--- config.mk ---
export PLATFORM = sky130hd
export DESIGN_NAME = sc_mul_rr_scheduler
export DESIGN_NICKNAME = d
export VERILOG_FILES = /design/src/rtl/sc_sched_pkg.sv /design/src/rtl/sc_mul_rr_scheduler_arbiter.sv /design/src/rtl/sc_mul_rr_scheduler.sv
export SDC_FILE = /design/constraint.sdc
export NUM_CORES = 1
export LEC_CHECK = 0
export CAP_MARGIN = 25
export CORE_AREA = 2 2 67 69
export DETAILED_ROUTE_END_ITERATION = 6
export DIE_AREA = 0 0 69 71
export PLACE_DENSITY = 0.79
export SYNTH_ARGS = -nofsm -noshare
export SYNTH_HDL_FRONTEND = slang
export SYNTH_HIERARCHICAL = 1
export SYNTH_SLANG_ARGS = --single-unit
--- constraint.sdc ---
create_clock -name clk -period 2.53 [get_ports clk]
set_clock_uncertainty 0.1 [all_clocks]
set_input_delay 0.253 -clock clk [delete_from_list [all_inputs] [get_ports clk]]
set_output_delay 0.253 -clock clk [all_outputs]
set_load 0.01 [all_outputs]
--- src/rtl/sc_sched_pkg.sv ---
// Shared definitions for the stochastic-computing multiplier scheduler:
// FSM state encoding, default operand/result widths and a clog2 helper.
package sc_sched_pkg;

  typedef enum logic [1:0] {
    ST_IDLE    = 2'd0,
    ST_COMPUTE = 2'd1,
    ST_RESP    = 2'd2
  } sched_state_e;

  localparam int OPERAND_W_DEF = 6;
  localparam int RESULT_W_DEF  = 6;

  function automatic int sc_clog2(input int v);
    int r;
    r = 0;
    while ((1 << r) < v) begin
      r = r + 1;
    end
    return r;
  endfunction

endpackage

--- src/rtl/sc_mul_rr_scheduler_arbiter.sv ---
// Combinational round-robin arbiter: grants the first requester at or after
// ptr_i, wrapping around, as a one-hot vector plus its encoded index.
module rr_arbiter #(
  parameter int NUM_REQ = 4,
  parameter int ID_W    = 2
) (
  input  logic [NUM_REQ-1:0] req_i,
  input  logic [ID_W-1:0]    ptr_i,
  output logic [NUM_REQ-1:0] gnt_o,
  output logic [ID_W-1:0]    idx_o
);

  logic [NUM_REQ-1:0] hi_mask;
  logic [NUM_REQ-1:0] pick;

  // Prefer requesters at or above the pointer; fall back to the lowest one.
  always_comb begin
    hi_mask = '0;
    for (int i = 0; i < NUM_REQ; i++) begin
      hi_mask[i] = (i >= int'(ptr_i));
    end
    pick  = (|(req_i & hi_mask)) ? (req_i & hi_mask) : req_i;
    idx_o = '0;
    for (int i = NUM_REQ - 1; i >= 0; i--) begin
      if (pick[i]) idx_o = ID_W'(i);
    end
    gnt_o = '0;
    if (|pick) gnt_o[idx_o] = 1'b1;
  end

endmodule

--- src/rtl/sc_mul_rr_scheduler.sv ---
// Time-shares one SC multiplier among NUM_REQ requesters with round-robin
// grants. Optional statistics counters are enabled by SC_MUL_SCHED_STATS_EN.
module sc_mul_rr_scheduler
  import sc_sched_pkg::*;
#(
  parameter int NUM_REQ     = 4,
  parameter int OPERAND_W   = OPERAND_W_DEF,
  parameter int RESULT_W    = RESULT_W_DEF,
  parameter int MUL_LATENCY = 1,
  parameter int ID_W        = 2
) (
  input  logic                           clk,
  input  logic                           rst,
  input  logic [NUM_REQ-1:0]             req_valid,
  output logic [NUM_REQ-1:0]             req_ready,
  input  logic [NUM_REQ*OPERAND_W-1:0]   req_a,
  input  logic [NUM_REQ*OPERAND_W-1:0]   req_b,
  output logic [OPERAND_W-1:0]           mul_a,
  output logic [OPERAND_W-1:0]           mul_b,
  input  logic [RESULT_W-1:0]            mul_result,
  output logic                           rsp_valid,
  input  logic                           rsp_ready,
  output logic [RESULT_W-1:0]            rsp_result,
  output logic [ID_W-1:0]                rsp_id,
  output logic                           busy
`ifdef SC_MUL_SCHED_STATS_EN
  ,
  output logic [15:0]                    op_count,
  output logic [15:0]                    stall_count
`endif
);

  localparam int CNT_W = (MUL_LATENCY > 1) ? sc_clog2(MUL_LATENCY) : 1;

  sched_state_e          state_q;
  logic [CNT_W-1:0]      cnt_q;
  logic [ID_W-1:0]       ptr_q;
  logic [ID_W-1:0]       id_q;
  logic [OPERAND_W-1:0]  mul_a_q;
  logic [OPERAND_W-1:0]  mul_b_q;
  logic                  rsp_valid_q;
  logic [RESULT_W-1:0]   rsp_result_q;
  logic [ID_W-1:0]       rsp_id_q;

  logic [NUM_REQ-1:0]    gnt;
  logic [ID_W-1:0]       gnt_idx;
  logic [ID_W-1:0]       ptr_d;
  logic [OPERAND_W-1:0]  a_arr [NUM_REQ];
  logic [OPERAND_W-1:0]  b_arr [NUM_REQ];

  for (genvar g = 0; g < NUM_REQ; g++) begin : g_unpack
    assign a_arr[g] = req_a[g*OPERAND_W +: OPERAND_W];
    assign b_arr[g] = req_b[g*OPERAND_W +: OPERAND_W];
  end

  rr_arbiter #(
    .NUM_REQ (NUM_REQ),
    .ID_W    (ID_W)
  ) u_arb (
    .req_i (req_valid),
    .ptr_i (ptr_q),
    .gnt_o (gnt),
    .idx_o (gnt_idx)
  );

  assign ptr_d      = (gnt_idx == ID_W'(NUM_REQ - 1)) ? '0 : gnt_idx + 1'b1;
  assign req_ready  = (state_q == ST_IDLE) ? gnt : '0;
  assign mul_a      = mul_a_q;
  assign mul_b      = mul_b_q;
  assign rsp_valid  = rsp_valid_q;
  assign rsp_result = rsp_result_q;
  assign rsp_id     = rsp_id_q;
  assign busy       = (state_q != ST_IDLE);

  always_ff @(posedge clk or posedge rst) begin
    if (rst) begin
      state_q      <= ST_IDLE;
      cnt_q        <= '0;
      ptr_q        <= '0;
      id_q         <= '0;
      mul_a_q      <= '0;
      mul_b_q      <= '0;
      rsp_valid_q  <= 1'b0;
      rsp_result_q <= '0;
      rsp_id_q     <= '0;
    end else begin
      unique case (state_q)
        ST_IDLE: begin
          if (|req_valid) begin
            mul_a_q <= a_arr[gnt_idx];
            mul_b_q <= b_arr[gnt_idx];
            id_q    <= gnt_idx;
            ptr_q   <= ptr_d;
            cnt_q   <= CNT_W'(MUL_LATENCY - 1);
            state_q <= ST_COMPUTE;
          end
        end
        ST_COMPUTE: begin
          if (cnt_q == '0) begin
            rsp_result_q <= mul_result;
            rsp_id_q     <= id_q;
            rsp_valid_q  <= 1'b1;
            state_q      <= ST_RESP;
          end else begin
            cnt_q <= cnt_q - 1'b1;
          end
        end
        ST_RESP: begin
          // Response drains before any new grant; IDLE arbitrates next cycle.
          if (rsp_ready) begin
            rsp_valid_q <= 1'b0;
            state_q     <= ST_IDLE;
          end
        end
        default: state_q <= ST_IDLE;
      endcase
    end
  end

`ifdef SC_MUL_SCHED_STATS_EN
  logic [15:0] op_count_q, op_count_d;
  logic [15:0] stall_count_q, stall_count_d;

  always_comb begin
    op_count_d    = op_count_q;
    stall_count_d = stall_count_q;
    if (state_q == ST_RESP) begin
      if (rsp_ready) op_count_d = op_count_q + 16'd1;
      else if (stall_count_q != 16'hFFFF) stall_count_d = stall_count_q + 16'd1;
    end
  end

  always_ff @(posedge clk or posedge rst) begin
    if (rst) begin
      op_count_q    <= '0;
      stall_count_q <= '0;
    end else begin
      op_count_q    <= op_count_d;
      stall_count_q <= stall_count_d;
    end
  end

  assign op_count    = op_count_q;
  assign stall_count = stall_count_q;
`endif

endmodule
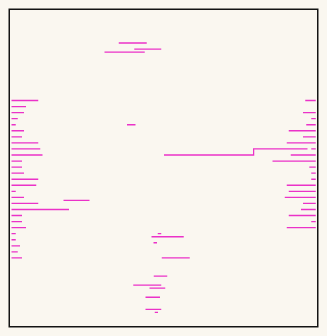
(signal wires on met3)
The longest straight run is 20.0 microns. The layer carries 258 microns of wire. 60 nets have wire on it. The layer holds 6.5% of the routed length.
total number of vias: 1317
Post-Route WL: 3.95 mm
met3 layer usage reported by global route: 2.42%

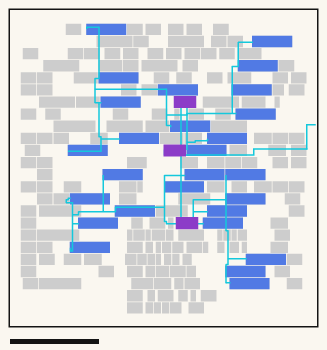
(clock wires, drivers and flops)
The bar under the picture is 20 microns long.
Key: clock wires = cyan [length 313 microns]; flip-flops = blue [count 27]; cells driving clock nets = purple [count 3]
There are 4 routed clock nets.

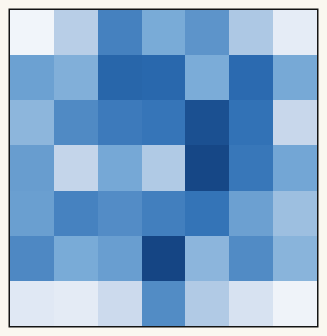
(placement density heat map)
7 x 7 tiles, from white (low) to dark blue (high), 0 to 100% covered.
12% of the tiles are over 75% full. The fullest tile reaches 91%. The mean over all tiles is 51%.
final core occ: 61.0%
initial cell density of the core: 37.6%

[path summary, 6_finish.rpt]
| check | start | to | slack [ns] |
|---|---|---|---|
| max in group asynchronous | rst | state_q[1]$_DFFE_PP0P_ | 1.83 |
| worst min register to register | rsp_id[0]$_DFFE_PP0P_ | rsp_id[0]$_DFFE_PP0P_ | 0.41 |
| worst max register to register | ptr_q[0]$_DFFE_PP0P_ | mul_b[1]$_DFFE_PP0P_ | 0.23 |
| min in group clk | rsp_id[0]$_DFFE_PP0P_ | rsp_id[0]$_DFFE_PP0P_ | 0.41 |
| worst min-delay path | rst | mul_a[1]$_DFFE_PP0P_ | 0.25 |
| worst max-delay path | req_valid[0] | req_ready[2] | 0.21 |
==> flow_summary.toml <==
# generated from flow reports
[clocking]
numCtsBuffers = 3
clk_transition_reported_paths_ns = 0.09
tritoncts_clock_tree = "yes"
postCtsResizedCells = 0
clock_tree.buffer_depth = 2
root_buffer = "clkbuf_8"
clock_sinks = 27

[placed_design]
cell_area_after_placement_sq_um = 2520
placed_cells_incl_taps = 249
detailed_place_hpwl_mm = 3.12
port_buffers = 86
gp_routability_congestion = 0.812

[power_and_ir_drop]
internal_power_uw = 1790
p_per_area_nw_per_um2 = 1030
power_of_the_clock_network_uw = 238
power.switching_uw = 868
switching_share_of_power_pct = 32.7
p_seq_uw = 825
totalPowerFinal_uw = 2650
power.combinational.total_uw = 1590
sequentialPowerShare_pct = 31.1
maxPowerGroup = "combinational cells"

[synth]
simple_gate_area_share_pct = 7.99
synth.cells.most_frequent = "dfrtp_1 (27), mux2_2 (16), mux2_4 (8), mux4_2 (8)"
synth.mux.area_fraction_pct = 37.0
netlist.top_cell.by_area = "dfrtp_1"
synth-cells-yosys = 111
synth.yosys.warnings = 6
yosys.cell_count.top_type = "dfrtp_1"
syn_inst = 111
syn-cell-area_sq_um = 1580
flip_flops_with_a_built_in_enable = 0
synth.lib_cells_used.distinct = 32
fp_nets = 173
synthTopCellsByArea = "dfrtp_1 (43%), mux2_2 (11%), mux4_2 (11%)"

[final_timing]
final_hold_viol_count = 0
timing.final.crit_share_pct = 91.8
final_max_slew_viol_count = 0
final.setup.tns_ns = 0
final.setup.worst_slack_ns = 0.208
worst_relative_slew_slack_pct = 36.7
setup_violations = 0

[final_layout]
most-common-layout-cells = "clkdlybuf4s50_1 (86), dfrtp_1 (27), mux2_2 (16)"
layout.sequential_cells = 27
clock_cell_area_share_pct = 1.76
num-multi-input-gates = 73
nClkBuffers = 4
seq_area_share_pct = 26.3
synth_to_final_area_change_pct = 62.2
area_dominant_class = "non-clock buffers"
final.signal_inverter_count = 6
non_clock_buffer_count = 91

[die]
core_region_area_sq_um = 4200
boundaryPins = 87
tapCellCount = 52
die_area_sq_um = 4900
die_span_y_microns = 71

[run]
cap_viol_max_count = 0

[critical_path]
critPathMaxFanout = 3
path_buffers = 2
category_of_the_most_critical_setup_path = "in -> out"
worstRegToRegCells = 6
worst_path_largest_cell_delay_ns = 0.51
library_cell_contributing_the_largest_single_delay_on_the_critical_path = "clkdlybuf4s50_1"
worstSetupStartpointType = "input port"
endpoint_type_of_the_worst_setup_path = "output port"

[global_routing]
grt_overflow = 0
first_pass_grt_wire_length_mm = 6.55
antenna_found_initial = 0
grt.met2_usage_pct = 30.1

[route]
route.met2.wl_mm = 2.15
met3WireLength_microns = 258
maxUsedRoutingLayer = "met4"

[status]
status = "finished, final reports clean"
